`src/rtl/class_mem_scheduler.sv`:
```
// class_mem_scheduler: sequences class-memory loading from the host, then row sweeps per query
// with read-latency-aligned row tags.
module class_mem_scheduler #(
    parameter int FTWIDTH      = 8,
    parameter int ADDR_WIDTH   = 13,
    parameter int LOAD_WORDS   = 104000,
    parameter int NUM_ROWS     = 6500,
    parameter int RD_LAT       = 1,
    parameter int DONE_TIMEOUT = 64
) (
    input  logic                  clk,
    input  logic                  reset,
    input  logic                  start_load,
    input  logic [FTWIDTH-1:0]    in_data,
    input  logic                  in_valid,
    output logic                  in_ready,
    input  logic                  query_start,
    output logic [FTWIDTH-1:0]    mem_class_in,
    output logic                  mem_we,
    output logic                  mem_re,
    output logic [ADDR_WIDTH-1:0] mem_read_address,
    input  logic                  mem_write_done,
    output logic                  row_valid,
    output logic [ADDR_WIDTH-1:0] row_idx,
    output logic                  sweep_done,
    output logic                  loaded,
    output logic                  busy,
    output logic                  err
);
    localparam int CW = $clog2(LOAD_WORDS + 1);
    localparam int TW = $clog2(DONE_TIMEOUT + RD_LAT + 1);
    localparam logic [ADDR_WIDTH-1:0] LAST_ROW = ADDR_WIDTH'(NUM_ROWS - 1);

    typedef enum logic [2:0] {IDLE, LOAD, WAIT_DONE, READY, SWEEP, DRAIN, ERROR} state_t;

    state_t                state_q, state_d;
    logic [CW-1:0]         cnt_q, cnt_d;
    logic [TW-1:0]         tmr_q, tmr_d;
    logic [ADDR_WIDTH-1:0] row_q, row_d;
    logic                  loaded_q, loaded_d, done_q;
    logic [RD_LAT-1:0]     pv_q;
    logic [ADDR_WIDTH-1:0] pa_q [RD_LAT];
    logic                  accept;

    assign in_ready         = state_q == LOAD;
    assign accept           = in_valid & in_ready;
    assign mem_we           = accept;
    assign mem_class_in     = in_ready ? in_data : '0;
    assign mem_re           = state_q == SWEEP || state_q == DRAIN;
    assign mem_read_address = row_q;
    assign row_valid        = pv_q[RD_LAT-1];
    assign row_idx          = pa_q[RD_LAT-1];
    assign sweep_done       = done_q;
    assign loaded           = loaded_q;
    assign busy             = !(state_q == IDLE || state_q == READY);
    assign err              = state_q == ERROR;

    always_comb begin
        state_d  = state_q;
        cnt_d    = cnt_q;
        tmr_d    = tmr_q;
        row_d    = row_q;
        loaded_d = loaded_q;
        case (state_q)
            IDLE:  if (start_load) state_d = LOAD;
            LOAD: begin
                if (accept) begin
                    cnt_d = cnt_q + 1'b1;
                    if (cnt_q == CW'(LOAD_WORDS - 1)) begin
                        state_d = WAIT_DONE;
                        tmr_d   = '0;
                    end
                end
            end
            WAIT_DONE: begin
                tmr_d = tmr_q + 1'b1;
                if (mem_write_done) begin
                    state_d  = READY;
                    loaded_d = 1'b1;
                end else if (tmr_q == TW'(DONE_TIMEOUT - 1)) begin
                    state_d = ERROR;
                end
            end
            READY: begin
                if (query_start) begin
                    state_d = SWEEP;
                    row_d   = '0;
                end
            end
            SWEEP: begin
                if (row_q == LAST_ROW) begin
                    state_d = DRAIN;
                    tmr_d   = '0;
                end else begin
                    row_d = row_q + 1'b1;
                end
            end
            DRAIN: begin
                tmr_d = tmr_q + 1'b1;
                if (tmr_q == TW'(RD_LAT - 1)) state_d = READY;
            end
            default: ;
        endcase
    end

    // Issue tag pipeline mirrors the memory read latency so row_valid lines up with class_out.
    always_ff @(posedge clk) begin
        if (reset) begin
            state_q  <= IDLE;
            cnt_q    <= '0;
            tmr_q    <= '0;
            row_q    <= '0;
            loaded_q <= 1'b0;
            done_q   <= 1'b0;
            pv_q     <= '0;
            for (int i = 0; i < RD_LAT; i++) pa_q[i] <= '0;
        end else begin
            state_q  <= state_d;
            cnt_q    <= cnt_d;
            tmr_q    <= tmr_d;
            row_q    <= row_d;
            loaded_q <= loaded_d;
            done_q   <= row_valid && row_idx == LAST_ROW;
            pv_q[0]  <= state_q == SWEEP;
            pa_q[0]  <= row_q;
            for (int i = 1; i < RD_LAT; i++) begin
                pv_q[i] <= pv_q[i-1];
                pa_q[i] <= pa_q[i-1];
            end
        end
    end
endmodule

```
`config.mk`:
```
export PLATFORM = sky130hd
export DESIGN_NAME = class_mem_scheduler
export DESIGN_NICKNAME = d
export VERILOG_FILES = /design/src/rtl/class_mem_scheduler.sv
export SDC_FILE = /design/constraint.sdc
export NUM_CORES = 1
export LEC_CHECK = 0
export CORE_ASPECT_RATIO = 1.4
export CORE_MARGIN = 5
export CORE_UTILIZATION = 50
export DETAILED_ROUTE_END_ITERATION = 10
export GPL_TIMING_DRIVEN = 0
export PLACE_DENSITY = 0.78
export SETUP_SLACK_MARGIN = 0.4
export SLEW_MARGIN = 0
export SYNTH_ARGS = -nofsm -noshare
export SYNTH_HDL_FRONTEND = slang
export SYNTH_SLANG_ARGS = --single-unit
```
`constraint.sdc`:
```
create_clock -name clk -period 5.7 [get_ports clk]
set_clock_uncertainty 0.05 [all_clocks]
set_input_delay 0.855 -clock clk [delete_from_list [all_inputs] [get_ports clk]]
set_output_delay 0.855 -clock clk [all_outputs]
set_load 0.02 [all_outputs]
```
==> run_1/pdn.png <==
Drawn at 4 px/µm. Pins as bars on the die edge.
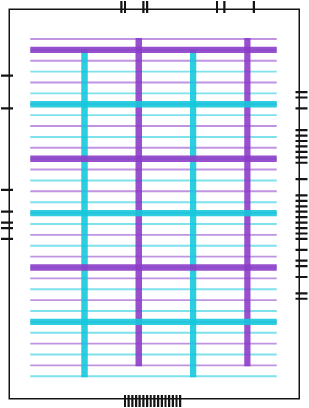
- purple: VDD
- cyan: VSS
- met5 straps: 6
- signal pins: 56
- met1 rails: 32
maximum vdd drop: 240 µV
placeable core region: 0.00520 mm²
die y size: 97.0 µm

==> run_1/final_congestion.png <==
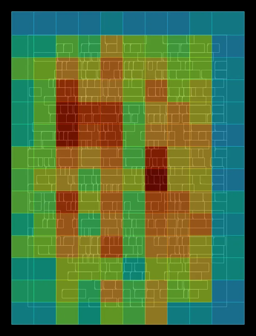
met1 Use GR: 22.3%
met3 capacity usage during global routing: 3.01%
final core area utilization: 66.7%
met2 track demand over resource in global routing: 33.0%

==> README.md, run 1 <==
| Group | Parameter | Value |
|---|---|---|
| setup path | Crit path top cell by count | clkdlybuf4s50_1 |
| cells and area | Dominant logic cell type in the layout | dfxtp_1 |
| setup path | Largest stage delay on the critical path | 0.64 ns |
| setup path | Data required, critical path | 4.80 ns |
| final timing | Final-report hold violation count | 0 |
| cells and area | Flip-flop and latch share of the layout cell area | 32.3% |
| global routing | Most used routing layer in global routing | met2 |
| global routing | Pin count of the biggest net entering global routing | 17 |
| clocking | Number of CTS-inserted buffers | 5 |
| routing | Detailed-route via count | 2482 |
| run | Warning total across the stage logs | 28 |
| final timing | Setup repair after global routing missed its margin | false |
| final timing | Fin Hold WS | 0.413 ns |
| setup path | Peak fanout along the critical path | 8 |
| cells and area | Final-layout fill cell count | 445 |
| synthesis | Ranking of synthesized cells by instance count | dfxtp_1 (56), nor2_1 (41), nand2_1 (27) |
| outcome | Result of the run | finished clean |
| run | Number of max-cap violations | 0 |
| setup path | Endpoint type of the worst setup path | output pin |
| setup path | Number of buffer and inverter stages on the critical path | 3 |
| cells and area | Clock buffer cells | 5 |
| cells and area | Most instantiated logic cells after routing | dfxtp_1 (56), clkdlybuf4s50_1 (55), nor2_1 (41), nand2_1 (27) |
| clocking | Clk Tree Root Cell | clkbuf_8 |
| global routing | Antenna violations before repair | 0 |
| synthesis | Post-synthesis mux area share | 1.11% |
| cells and area | Logic Gate Count | 234 |
| synthesis | Synthesized flop and latch total | 56 |
| synthesis | Cells in synth_stat.txt | 318 |
| floorplanning | Die Span X | 72.2 µm |
| routing | Residual DRC | 0 |
| pwr | Total power | 0.966 mW |
| clocking | Clock tree from TritonCTS | done |
| routing | Met3 wire length | 316 µm |
| setup path | Cell-by-cell listing of the critical path | clkdlybuf4s50_1 -> nand4bb_1 -> clkinv_1 -> clkdlybuf4s50_1 |
| pwr | P_leak | 1.14 nW |
| synthesis | Fraction of synthesized cell area in xor and xnor cells | 6.80% |
| placement | Setup Slack @ Placement | 2.47 ns |
| clocking | Clock buffer depth | 2 |
| cells and area | Layout buffering overhead excluding clock cells | 17.5% |
| global routing | Number of global-route vias before repair | 2398 |
| floorplanning | Chip area | 0.00700 mm² |
| routing | Average wire length per cell after detail routing | 14.4 µm |
| final timing | Accumulated negative setup slack | 0 ns |
| synthesis | Post-synth cell types | 49 |
| clocking | Number of buffers inserted for hold repair after clock tree synthesis | 0 |
| synthesis | Chip Area, Yosys | 0.00270 mm² |
| synthesis | Top cell type's share of synthesized area | 41.5% |
| synthesis | Main flop type after synthesis | dfxtp_1 |
| clocking | Htree depth | 2 |
| setup path | Master of the slowest instance on the critical path | clkdlybuf4s50_1 |
| cells and area | Post-route cell area | 0.00347 mm² |
| synthesis | Cell area after synthesis | 0.00270 mm² |
| placement | Detailed Place HPWL | 4850 µm |
| synthesis | Avg Cell Area, Syn | 8.50 µm² |
| final timing | Transition time at the pin with the least slew margin | 0.661 ns |
| synthesis | Area fraction in full adders, half adders and majority gates | 2.78% |
| placement | Port buffer count | 55 |
| synthesis | Synth Seq Share | 41.5% |
| routing | Number of iterations in the first detailed-routing pass | 4 |
| cells and area | Area overhead of the layout relative to synthesis | 28.2% |
| clocking | Number of buffers inserted by post-CTS setup repair | 0 |
| final timing | Minimum period implied by the final worst setup slack | 3.25 ns |
| cells and area | Logic area | 0.00147 mm² |
==> run_1/clock_map.png <==
Drawn at 6 px/µm.
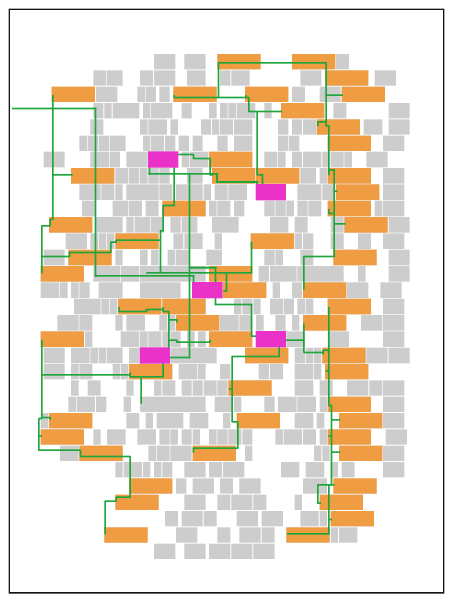
- magenta: cells driving clock nets (count 5)
- green: clock wires (length 591 µm)
- orange: flip-flops (count 56)
- routed clock nets: 6
clock group total power: 0.294 mW
Late-Pin Clk Latency: 0.30 ns
share of power burned in the clock network: 30.5%

-- run 1: final timing paths --
| path | startpoint | to | slack, ns | depth (start not counted) |
|---|---|---|---|---|
| setup reg to reg | mem_read_address[2] | tmr_q[2] | 3.42 | 6 |
| hold reg to reg | pa_q[0][0] | sweep_done | 0.41 | 2 |
| setup / recovery | in_valid | mem_we | 2.45 | 4 |
| hold / removal | pa_q[0][0] | sweep_done | 0.41 | 2 |
-- run 1: registers in the layout (all words and copies together) (netlist names) --
signal	cells
sweep_done	1
mem_read_address	13
loaded	1
tmr_q	7
pa_q	13
cnt_q	17
state_q	3
row_valid	1
-- run 1: where the power goes --
part	internal (mW)	leakage, nW	switching (mW)
clock network	0.173	0.0642	0.121
logic	0.106	0.629	0.146
registers	0.402	0.451	0.0176
total	0.681	1.14	0.285
## Run 2: what changed since run 1
- CORE_UTILIZATION: 50 -> 46
- PLACE_DENSITY: 0.78 -> 0.76
- clock period: 5.7 -> 2.92 ns (I/O delays scaled with it)
==> run_2/final_congestion.png <==
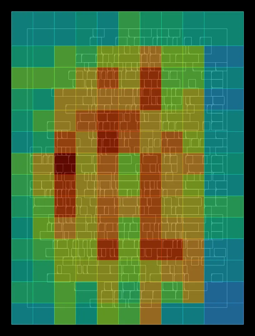
average wire length per cell after detail routing: 14.8 µm
final core area utilization: 59.9%
all-layer global routing usage: 18.7%
met1 Use GR: 21.8%
most used routing layer in global routing: met2

==> run_2/pdn.png <==
Drawn at 4 px/µm. Pins as bars on the die edge.
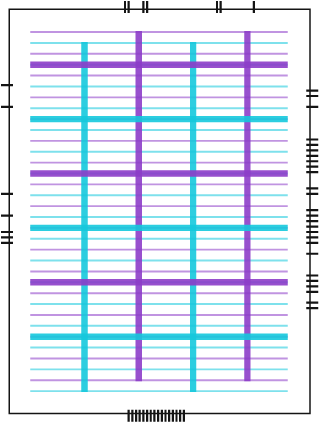
- purple: VDD
- cyan: VSS
- signal pins: 56
- met4 straps: 4
placeable core region: 0.00578 mm²
Die Span X: 74.8 µm

==> run_2/cell_classes.png <==
Drawn at 4 px/µm. Fill, decap, tap and diode cells in grey.
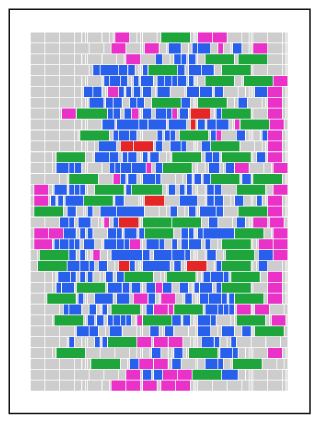
- magenta: other buffers and delay cells (cells 69; share of their area 18%)
- green: flip-flops (cells 56; share of their area 33%)
- blue: all other logic (cells 250; share of their area 46%)
- red: clock drivers and dummy loads (cells 8; share of their area 2.6%)
flip-flop and latch share of the layout cell area: 32.4%
Row Count: 33
post-route cell area: 0.00346 mm²

==> README.md, run 2 <==
| Group | Parameter | Value |
|---|---|---|
| pwr | Total internal power | 1.18 mW |
| final timing | Minimum period implied by the final worst setup slack | 2.40 ns |
| min path | Origin of the worst min-delay path | pa_q[0][0] |
| synthesis | Synth Seq Share | 41.5% |
| routing | Number of iterations in the first detailed-routing pass | 4 |
| cells and area | Most instantiated logic cells after routing | dfxtp_1 (54), clkdlybuf4s50_1 (54), nor2_1 (41), nand2_1 (27) |
| synthesis | Main flop type after synthesis | dfxtp_1 |
| routing | Residual DRC | 0 |
| synthesis | Cells in synth_stat.txt | 318 |
| cells and area | Register ranked first by flip-flop count | cnt_q |
| cells and area | Layout buffering overhead excluding clock cells | 17.8% |
| min path | Instance count along the most critical hold path | 2 |
| synthesis | Avg Cell Area, Syn | 8.50 µm² |
| outcome | Result of the run | finished clean |
| cells and area | Final-layout fill cell count | 544 |
| setup path | Peak fanout along the critical path | 11 |
| global routing | Pin count of the biggest net entering global routing | 18 |
| pwr | Maximum vdd drop | 270 µV |
| setup path | Number of buffer and inverter stages on the critical path | 3 |
| clocking | Number of CTS-inserted buffers | 5 |
| setup path | Master of the slowest instance on the critical path | clkdlybuf4s50_1 |
| pwr | Sequential power share | 46.7% |
| setup path | Worst setup path startpoint | state_q[2] |
| cells and area | Area overhead of the layout relative to synthesis | 28.1% |
| global routing | Antenna violations before repair | 0 |
| setup path | Path depth of the worst reg2reg path | 6 |
| synthesis | Synthesized flop and latch total | 56 |
| pwr | Reported sequential group power | 0.827 mW |
| final timing | Final-report hold violation count | 0 |
| pwr | Top power group | sequential cells |
| pwr | Share of total power in combinational logic | 29.2% |
| pwr | Combinational power | 0.517 mW |
| clocking | Clk Tree Root Cell | clkbuf_8 |
| setup path | Cell-by-cell listing of the critical path | buf_4 -> nor3b_2 -> buf_4 -> clkdlybuf4s50_1 |
| routing | Met3 wire length | 318 µm |
| setup path | Crit Reg-Reg Startpoint | mem_read_address[2] |
| global routing | Number of global-route vias before repair | 2399 |
| global routing | Met3 capacity usage during global routing | 3.09% |
| setup path | Critical Path Stages | 4 |
| pwr | Switching fraction of total power | 33.2% |
| setup path | Largest stage delay on the critical path | 0.60 ns |
==> run 2: cell families (layout without fill, tap and decap cells) <==
logic type / after synthesis / count (layout) / share of synthesized area, %
simple gates: 152 / 153 / 30.8
fa+ha+maj: 6 / 6 / 2.78
mux: 3 / 3 / 1.11
xor+xnor: 21 / 21 / 6.80
buf+inv: 28 / 92 / 4.12
compound gates: 52 / 52 / 13.0
flops: 56 / 56 / 41.5
==> run 2: what timing repair did <==
action	in CTS	in global routing
resized	2	5
buffers inserted	0	1
endpoints found under the setup margin	10	10
gates cloned	0	1
==> run 2: final timing paths <==
check	to	slack, ns
worst max-delay path	in_ready	0.52
worst min-delay path	sweep_done	0.42
worst max register to register	tmr_q[6]	0.63
worst min register to register	sweep_done	0.42
No activity file was given, so power comes from the tool's default toggle rates.
